**Run 1: wiring heat map**

Drawn at 2 px/um. The die is cut into 33 by 33 equal tiles; white is low, dark blue is high, scaled to the fullest tile. Values are wire area over tile area, all layers added.
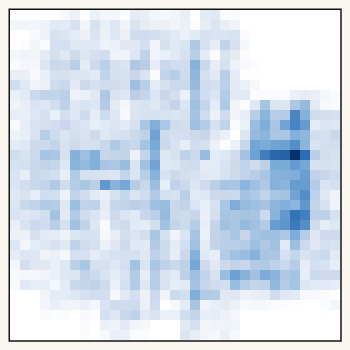
**Run 1: clock distribution**

Drawn at 3 px/um.
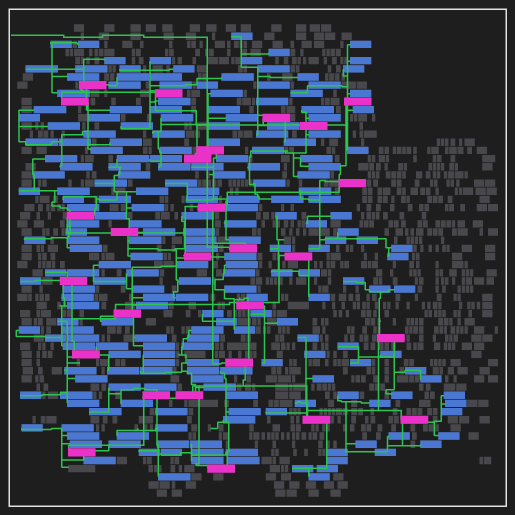
**Run 1: congestion heat map**

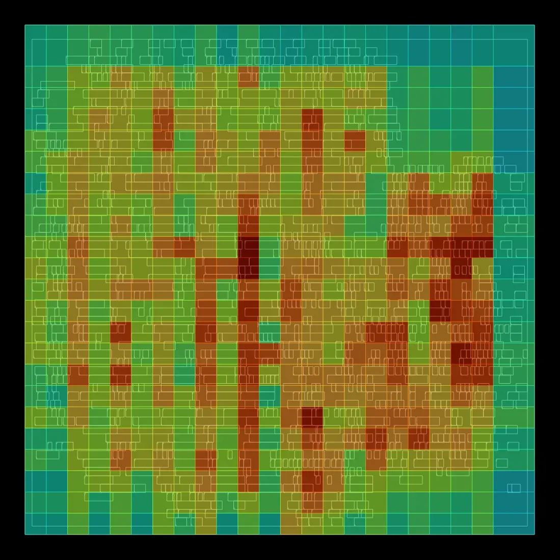
**Run 1: nets reached from selected ports**

Drawn at 3 px/um.
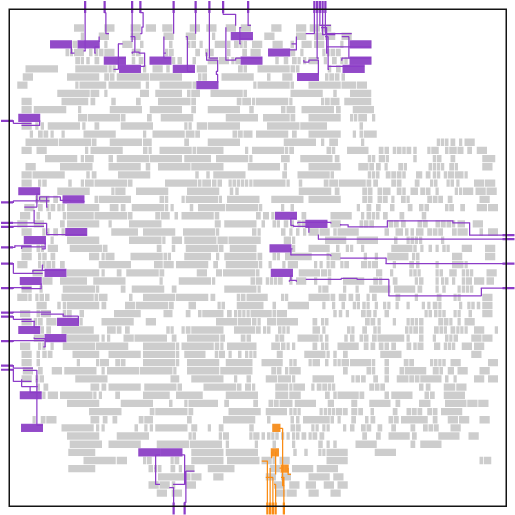
## src/rtl/rv_pkg.sv

```systemverilog
// rv_pkg: shared GPR-file definitions for the writeback path.
//   XLEN     - datapath width
//   REG_AW   - register address width
//   NUM_REGS - number of architectural GPRs (x0 hard-wired to zero)
//   wb_req_t - one writeback request: destination register + data
package rv_pkg;

  localparam int XLEN     = 32;
  localparam int REG_AW   = 5;
  localparam int NUM_REGS = 32;

  typedef struct packed {
    logic [REG_AW-1:0] rd;
    logic [XLEN-1:0]   data;
  } wb_req_t;

endpackage

```

## src/rtl/regfile_wb_ctrl_chk.sv

```systemverilog
// regfile_wb_ctrl_chk: protocol checks for the writeback controller.
// Ports:
//   clk, srst_n  - clock, synchronous active-low reset
//   alu_hold     - controller's registered hold request
//   alu_wb_valid - ALU writeback valid from the pipeline
module regfile_wb_ctrl_chk (
  input logic clk,
  input logic srst_n,
  input logic alu_hold,
  input logic alu_wb_valid
);

  // The pipeline must not present an ALU result while hold is asserted.
  a_no_alu_during_hold: assert property (
    @(posedge clk) disable iff (!srst_n) !(alu_hold && alu_wb_valid)
  );

endmodule

```

## src/rtl/regfile_wb_ctrl_wb_fifo.sv

```systemverilog
// wb_fifo: synchronous FIFO of writeback requests used to buffer load returns.
// Ports:
//   clk, srst_n      - clock, synchronous active-low reset (empties the FIFO)
//   push_i, din_i    - write request; ignored while full
//   pop_i            - consume the head entry; ignored while empty
//   dout_o           - head entry (valid when !empty_o)
//   full_o, empty_o  - occupancy flags
// Pointers carry one extra wrap bit so full and empty are distinguishable
// without a separate occupancy counter.
module wb_fifo
  import rv_pkg::*;
#(
  parameter int DEPTH = 4
) (
  input  logic    clk,
  input  logic    srst_n,
  input  logic    push_i,
  input  wb_req_t din_i,
  input  logic    pop_i,
  output wb_req_t dout_o,
  output logic    full_o,
  output logic    empty_o
);

  localparam int AW = $clog2(DEPTH);
  localparam logic [AW:0] PTR_ONE = {{AW{1'b0}}, 1'b1};

  wb_req_t     mem_q [DEPTH];
  logic [AW:0] wr_ptr_q, wr_ptr_d;
  logic [AW:0] rd_ptr_q, rd_ptr_d;
  logic        do_push_s;
  logic        do_pop_s;

  assign full_o    = (wr_ptr_q[AW] != rd_ptr_q[AW]) &&
                     (wr_ptr_q[AW-1:0] == rd_ptr_q[AW-1:0]);
  assign empty_o   = (wr_ptr_q == rd_ptr_q);
  // A full FIFO refuses a push even when it pops in the same cycle.
  assign do_push_s = push_i && !full_o;
  assign do_pop_s  = pop_i && !empty_o;
  assign dout_o    = mem_q[rd_ptr_q[AW-1:0]];

  // Next-state pointer arithmetic.
  always_comb begin
    wr_ptr_d = wr_ptr_q;
    rd_ptr_d = rd_ptr_q;
    if (do_push_s) begin
      wr_ptr_d = wr_ptr_q + PTR_ONE;
    end else begin
      wr_ptr_d = wr_ptr_q;
    end
    if (do_pop_s) begin
      rd_ptr_d = rd_ptr_q + PTR_ONE;
    end else begin
      rd_ptr_d = rd_ptr_q;
    end
  end

  // Pointer registers.
  always_ff @(posedge clk) begin
    if (!srst_n) begin
      wr_ptr_q <= '0;
      rd_ptr_q <= '0;
    end else begin
      wr_ptr_q <= wr_ptr_d;
      rd_ptr_q <= rd_ptr_d;
    end
  end

  // Storage array; contents are don't-care until written.
  always_ff @(posedge clk) begin
    if (do_push_s) begin
      mem_q[wr_ptr_q[AW-1:0]] <= din_i;
    end
  end

endmodule

```

## src/rtl/regfile_wb_ctrl.sv

```systemverilog
// regfile_wb_ctrl: write-side controller of the 32x32 GPR file.
// Merges ALU and load writebacks onto the single regfile write port and keeps a
// busy scoreboard of in-flight destinations for decode hazard detection.
// Ports:
//   clk, srst_n                      - clock, synchronous active-low reset
//   iss_valid/iss_rd/iss_ready       - decode issue of a register-writing instr
//   chk_rs1/chk_rs2/hazard           - decode source hazard query
//   alu_wb_valid/alu_wb_rd/_data     - ALU writeback (no backpressure)
//   alu_hold                         - registered request to skip ALU writeback
//   ld_wb_valid/ld_wb_rd/_data/ready - load writeback, buffered in a FIFO
//   wen/waddr/wdata                  - registered regfile write port
//   busy_vec                         - scoreboard, bit 0 always 0
module regfile_wb_ctrl
  import rv_pkg::*;
#(
  parameter int LD_FIFO_DEPTH = 4,
  parameter int STARVE_LIMIT  = 3
) (
  input  logic                clk,
  input  logic                srst_n,
  input  logic                iss_valid,
  input  logic [REG_AW-1:0]   iss_rd,
  output logic                iss_ready,
  input  logic [REG_AW-1:0]   chk_rs1,
  input  logic [REG_AW-1:0]   chk_rs2,
  output logic                hazard,
  input  logic                alu_wb_valid,
  input  logic [REG_AW-1:0]   alu_wb_rd,
  input  logic [XLEN-1:0]     alu_wb_data,
  output logic                alu_hold,
  input  logic                ld_wb_valid,
  output logic                ld_wb_ready,
  input  logic [REG_AW-1:0]   ld_wb_rd,
  input  logic [XLEN-1:0]     ld_wb_data,
  output logic                wen,
  output logic [REG_AW-1:0]   waddr,
  output logic [XLEN-1:0]     wdata,
  output logic [NUM_REGS-1:0] busy_vec
);

  localparam int CW = $clog2(STARVE_LIMIT + 1);
  localparam logic [CW-1:0]       CNT_LAST = CW'(STARVE_LIMIT - 1);
  localparam logic [CW-1:0]       CNT_ONE  = {{(CW-1){1'b0}}, 1'b1};
  localparam logic [NUM_REGS-1:0] REG_BIT0 = {{(NUM_REGS-1){1'b0}}, 1'b1};

  logic [NUM_REGS-1:0] busy_q, busy_d, set_mask_s, clr_mask_s;
  logic [CW-1:0]       starve_cnt_q, starve_cnt_d;
  logic                alu_hold_q, alu_hold_d;
  logic                wen_q, wen_d;
  logic [REG_AW-1:0]   waddr_q, waddr_d;
  logic [XLEN-1:0]     wdata_q, wdata_d;
  logic                iss_fire_s;
  logic                fifo_full_s, fifo_empty_s, fifo_push_s, fifo_pop_s;
  logic                grant_valid_s;
  wb_req_t             grant_req_s, fifo_head_s, ld_req_s;

  assign iss_ready   = !((iss_rd != 5'd0) && busy_q[iss_rd]);
  assign hazard      = ((chk_rs1 != 5'd0) && busy_q[chk_rs1]) ||
                       ((chk_rs2 != 5'd0) && busy_q[chk_rs2]);
  assign iss_fire_s  = iss_valid && iss_ready && (iss_rd != 5'd0);
  assign ld_wb_ready = !fifo_full_s;
  assign fifo_push_s = ld_wb_valid && !fifo_full_s;
  assign ld_req_s    = '{rd: ld_wb_rd, data: ld_wb_data};

  wb_fifo #(.DEPTH(LD_FIFO_DEPTH)) u_ld_fifo (
    .clk     (clk),
    .srst_n  (srst_n),
    .push_i  (fifo_push_s),
    .din_i   (ld_req_s),
    .pop_i   (fifo_pop_s),
    .dout_o  (fifo_head_s),
    .full_o  (fifo_full_s),
    .empty_o (fifo_empty_s)
  );

  // Fixed-priority arbiter: ALU first, then the load FIFO head.
  always_comb begin
    grant_valid_s = 1'b0;
    grant_req_s   = '0;
    fifo_pop_s    = 1'b0;
    if (alu_wb_valid) begin
      grant_valid_s = 1'b1;
      grant_req_s   = '{rd: alu_wb_rd, data: alu_wb_data};
    end else if (!fifo_empty_s) begin
      grant_valid_s = 1'b1;
      grant_req_s   = fifo_head_s;
      fifo_pop_s    = 1'b1;
    end else begin
      grant_valid_s = 1'b0;
    end
  end

  // Starvation tracking: count ALU wins over a waiting load, then request a hold.
  always_comb begin
    starve_cnt_d = starve_cnt_q;
    alu_hold_d   = 1'b0;
    if (fifo_empty_s || fifo_pop_s) begin
      starve_cnt_d = '0;
    end else if (starve_cnt_q >= CNT_LAST) begin
      // Saturate so a hold-ignoring pipeline keeps getting hold requests.
      alu_hold_d   = 1'b1;
      starve_cnt_d = starve_cnt_q;
    end else begin
      starve_cnt_d = starve_cnt_q + CNT_ONE;
    end
  end

  // Scoreboard update: clear on the regfile capture edge, set wins on collision.
  assign clr_mask_s = wen_q ? (REG_BIT0 << waddr_q) : '0;
  assign set_mask_s = iss_fire_s ? (REG_BIT0 << iss_rd) : '0;
  assign busy_d     = ((busy_q & ~clr_mask_s) | set_mask_s) & ~REG_BIT0;

  // Write-port next state; x0 grants are consumed but never written.
  always_comb begin
    wen_d   = grant_valid_s && (grant_req_s.rd != 5'd0);
    waddr_d = waddr_q;
    wdata_d = wdata_q;
    if (grant_valid_s) begin
      waddr_d = grant_req_s.rd;
      wdata_d = grant_req_s.data;
    end else begin
      waddr_d = waddr_q;
      wdata_d = wdata_q;
    end
  end

  // State and output registers.
  always_ff @(posedge clk) begin
    if (!srst_n) begin
      busy_q       <= '0;
      starve_cnt_q <= '0;
      alu_hold_q   <= 1'b0;
      wen_q        <= 1'b0;
      waddr_q      <= '0;
      wdata_q      <= '0;
    end else begin
      busy_q       <= busy_d;
      starve_cnt_q <= starve_cnt_d;
      alu_hold_q   <= alu_hold_d;
      wen_q        <= wen_d;
      waddr_q      <= waddr_d;
      wdata_q      <= wdata_d;
    end
  end

  assign alu_hold = alu_hold_q;
  assign wen      = wen_q;
  assign waddr    = waddr_q;
  assign wdata    = wdata_q;
  assign busy_vec = busy_q;

  regfile_wb_ctrl_chk u_chk (
    .clk          (clk),
    .srst_n       (srst_n),
    .alu_hold     (alu_hold_q),
    .alu_wb_valid (alu_wb_valid)
  );

endmodule
```

## config.mk

```make
export PLATFORM = sky130hd
export DESIGN_NAME = regfile_wb_ctrl
export DESIGN_NICKNAME = d
export VERILOG_FILES = /design/src/rtl/rv_pkg.sv /design/src/rtl/regfile_wb_ctrl_chk.sv /design/src/rtl/regfile_wb_ctrl_wb_fifo.sv /design/src/rtl/regfile_wb_ctrl.sv
export SDC_FILE = /design/constraint.sdc
export NUM_CORES = 1
export LEC_CHECK = 0
export ABC_AREA = 1
export CORE_MARGIN = 2
export CORE_UTILIZATION = 39
export CTS_CLUSTER_DIAMETER = 60
export CTS_CLUSTER_SIZE = 10
export DETAILED_ROUTE_END_ITERATION = 10
export GPL_TIMING_DRIVEN = 0
export PLACE_DENSITY = 0.59
export SYNTH_ARGS = -nofsm -noshare
export SYNTH_HDL_FRONTEND = slang
export SYNTH_SLANG_ARGS = --single-unit
```

## constraint.sdc

```tcl
create_clock -name clk -period 4 [get_ports clk]
set_clock_uncertainty 0.05 [all_clocks]
set_input_delay 0.8 -clock clk [delete_from_list [all_inputs] [get_ports clk]]
set_output_delay 0.8 -clock clk [all_outputs]
set_load 0.02 [all_outputs]
```

==> impl_metrics.tcl, run 1 <==
# flow metrics
set metrics [dict create \
    status "finished, final reports clean" \
    wl_met2_mm 13.9 \
    vdd_ir_drop_max_v 0.000308 \
    dpl.hpwl_mm 21.0 \
    num_rows 58 \
    seq_power_share_pct 45.1 \
    cts_root_buf "clkbuf_16" \
    dieArea_um2 27300 \
    p_leak_nw 4.96 \
    grt_max_degree 29 \
    yosysTopAreaCellShare_pct 43.9 \
    slew_violations 0 \
    num-multi-input-gates 696 \
    fp_util_pct 40.0 \
    grtUsageMet2_pct 35.9 \
    routed_via_density 5.20 \
    inverters_excl_clock 123 \
    aoi_share_pct 16.2 \
    fill_cells 2374 \
    drt_iter0_markers 782 \
    critPathMaxFanout 10 \
    critical_path.top_delay_family "buffers and inverters" \
    setup_viol 0 \
    cts_buffers 27 \
    relSlewSlack_pct 49.6 \
    coreArea_um2 25300 \
    setup_tns_ns 0 \
    dp_cells 1608 \
    largest_reg_flops 148 \
    clkTransAtPathRegs_ns 0.05 \
    hold_path.class "reg2reg" \
    total_power_mw 6.02 \
    grt-ovfl-total 0 \
    syn_nets 1212 \
    layout_setup_ws_ns 0.235 \
    pre_cts_slack_ns 0.123 \
    grt_pass1_wl_mm 44.9 \
    worst_ep_arrival_time_ns 2.92 \
    min_period_ns 3.77 \
    ys_cells 1112 \
    numClockSinks 228 \
    syn_inst 1112 \
    lay_top_count "nand2_1" \
    comb_area_um2 3360 \
    final_antenna_net_count 0 \
    ys_types 34 \
    first_global_vias 8262 \
    synthTopCellsByArea "edfxtp_1 (44%), dfxtp_1 (16%), nand2_1 (8.3%)" \
    top_area_cell "edfxtp_1" \
    max_freq_ghz 0.266 \
    combPwrFrac_pct 18.4 \
    buffers_excl_clock 231 \
    cts_tree "built" \
    clkPwrFrac_pct 36.4 \
    layout.nets 1407 \
    clk_latency_ns 0.53 \
    crit_top_cell "nand2_1" \
    avgRoutedWirePerCell_um 17.9 \
    switching_share_pct 27.5 \
    hold_viol 0 \
    pg_comb_mw 1.11 \
    clkbuf_count 47 \
    finalCritPeriodShare_pct 94.1 \
    max_cap_viol_count 0 \
    vias 8632 \
    met1_length_mm 12.1 \
    flops 228 \
    largest_cell_class "sequential cells" \
    ys.flops 228 \
    max_stage_delay_ns 0.54 \
    fin_cells 1659 \
    routed.top_layer "met5" \
    xor_share_pct 0.259 \
    path_cells "clkdlybuf4s50_1, clkbuf_1, nand2_1, nand3_1, nand3_1, nand2_1, nand2_1, nand2_2, inv_1, clkdlybuf4s50_1" \
    final_layout_size_suffix_gt1_share_pct 4.30 \
    die_y_um 165 \
    common_cells "nand2_1 (223), edfxtp_1 (148), o21ai_0 (133)" \
    cts_resized 0 \
    cts_setup_buffers 0 \
    p_sw_mw 1.66 \
    seqCellArea_um2 6050 \
    log.warning_count 29 \
]
Back to the opening pictures, 'wiring heat map':
The emptiest ninth of the die: north-east. 3.2% of the tiles are over half the peak. 15% of the tiles are nearly empty. The densest ninth of the die: east.

Back to the opening pictures, 'clock distribution':
Magenta shows clock-net drivers, count 27. Green shows clock wires, length 2790 um. Blue shows flip-flops, count 228.
There are 28 routed clock nets.

Back to the opening pictures, 'congestion heat map':
post-layout util: 51.7%
GRT met3 Usage: 5.17%
layer with the highest usage: met2
All-Layer GR Usage: 21.6%

Back to the opening pictures, 'nets reached from selected ports':
Purple shows `wdata`, direction output, end cells 32, buffers 32, wire 998 um. Orange shows `alu_wb_rd`, direction input, end cells 5, buffers 5, wire 90.3 um.
IO buf count: 162
I/O Pins: 168

-- run 1: path summary, 6_finish.rpt --
| kind | slack, ns | to | startpoint | cells past startpoint |
|---|---|---|---|---|
| worst max-delay path | 0.23 | iss_ready | iss_rd[1] | 10 |
| worst min-delay path | 0.46 | starve_cnt_q[1]$_SDFFE_PP0N_ | starve_cnt_q[1]$_SDFFE_PP0N_ | 2 |
| worst min register to register | 0.46 | starve_cnt_q[1]$_SDFFE_PP0N_ | starve_cnt_q[1]$_SDFFE_PP0N_ | 2 |
| worst max register to register | 1.60 | u_ld_fifo.mem_q[1][10]$_DFFE_PP_ | u_ld_fifo.rd_ptr_q[0]$_SDFFE_PN0P_ | 6 |
==> run 2: changes to the inputs <==
CORE_UTILIZATION = 40   (was 39)
PLACE_DENSITY = 0.6   (was 0.59)
==> run 2 against run 1 <==
Combinational power hardly changed. Fmax down 2.1%. Critical path type unchanged. Register-to-register slack improved by 0.09 ns. Setup slack worse by 0.082 ns. Critical path depth shrank 2. Final cell count barely moved. Critical endpoint is now hazard. Total power down 0.23%. Non-clock buffer count increased by 1. Sequential power hardly changed.
==> impl_metrics.tcl, run 2 <==
# flow metrics
set metrics [dict create \
    status "finished, final reports clean" \
    cts_resized 0 \
    dp_cells 1608 \
    min_period_ns 3.85 \
    drt_iter0_markers 738 \
    total_power_mw 6.01 \
    fp_util_pct 40.4 \
    cts_setup_buffers 0 \
    layout_setup_ws_ns 0.153 \
    pre_cts_slack_ns 0.0787 \
    slew_violations 0 \
    clkTransAtPathRegs_ns 0.06 \
    num_rows 58 \
    finalCritPeriodShare_pct 96.2 \
    dpl.hpwl_mm 21.0 \
    rr_endpoint "u_ld_fifo.mem_q[0][18]$_DFFE_PP_" \
    aoi_share_pct 16.2 \
    crit_path_start "chk_rs2[0]" \
    met1_length_mm 12.8 \
    worst_ep_arrival_time_ns 3.00 \
    routed_via_density 5.25 \
    top_area_cell "edfxtp_1" \
    largest_reg_flops 148 \
    cts_tree "built" \
    dieArea_um2 26600 \
    syn_inst 1112 \
    ys.flops 228 \
    grt_max_degree 30 \
    ys_cells 1112 \
    routed.top_layer "met5" \
    p_leak_nw 4.96 \
    yosysTopAreaCellShare_pct 43.9 \
    cts_root_buf "clkbuf_16" \
    reg2reg_slack_ns 1.69 \
    min_from "u_ld_fifo.rd_ptr_q[2]$_SDFFE_PN0P_" \
    path_cells "clkdlybuf4s50_1, clkbuf_1, nor2_1, or3_1, o2111ai_1, nand3_1, nand3_1, clkdlybuf4s50_1" \
    final_layout_size_suffix_gt1_share_pct 4.59 \
    busiest_layer "met2" \
    setup_tns_ns 0 \
    die_y_um 163 \
    setup_viol 0 \
    max_cap_viol_count 0 \
    endpoint "hazard" \
    vdd_ir_drop_max_v 0.000275 \
    whs_endpoint "u_ld_fifo.rd_ptr_q[2]$_SDFFE_PN0P_" \
    grt-ovfl-total 0 \
    synthTopCellsByArea "edfxtp_1 (44%), dfxtp_1 (16%), nand2_1 (8.3%)" \
    cp.depth 8 \
    wl_met2_mm 13.9 \
    coreArea_um2 25000 \
]
run 2: netlist changes by cell type in the layout (fill, tap and decap cells not counted), sizes merged:
cell | previous run | this run
inv | 120 | 122
diode | 3 | 2
buf | 17 | 18
clkbuf | 99 | 97
clkinv | 2 | 3
run 2: where the power goes:
group	total [mW]	internal [mW]	leakage, nW	switching, mW
Sequential	2.72	2.66	2.01	0.0651
Combinational	1.11	0.399	2.57	0.710
Clock	2.18	1.27	0.373	0.907
run 2: layout make-up:
type / instances / area, um2
diodes: 2 / 5.00
plain buffers: 65 / 293
clock buffers: 45 / 753
clock inverters: 3 / 22.5
fillers: 2312 / 12000
inverters: 123 / 468
multi-input cells: 696 / 3360
flip-flops and latches: 228 / 6050
well taps: 330 / 413
repair buffers: 167 / 1710
repair inverters: 1 / 7.51
**Run 2: gate-type map**

Drawn at 2 px/um.
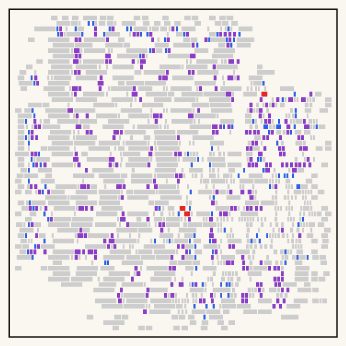
Blue shows inv cells, cells 124, where spread over the die. Purple shows aoi and oai cells, cells 295, where spread over the die. Red shows xor and xnor cells, cells 3.
logic share of the area: 25.7%
most numerous logic cell after layout: nand2_1
post-route insts no fill: 1660

**Run 2: wiring heat map**

Drawn at 2 px/um. The die is cut into 33 by 33 equal tiles; white is low, dark blue is high, scaled to the fullest tile. Values are wire area over tile area, all layers added.
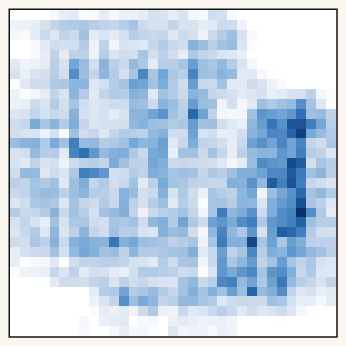
The fullest tile reaches 0.70. 14% of the tiles are nearly empty. The mean over all tiles is 0.19. The emptiest ninth of the die: north-east. 12% of the tiles are over half the peak.

**Run 2: congestion heat map**

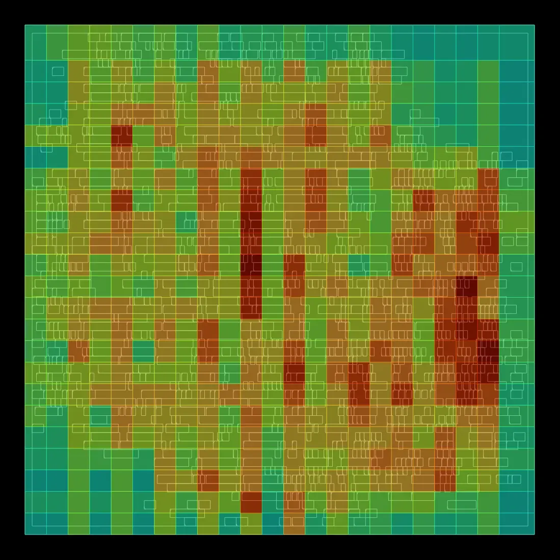
post-layout util: 52.2%
All-Layer GR Usage: 22.2%
met1 usage: 29.7%
WL per Instance: 18.1 um
met2 GRT Util: 36.4%

Power and IR drop assume default switching activity.
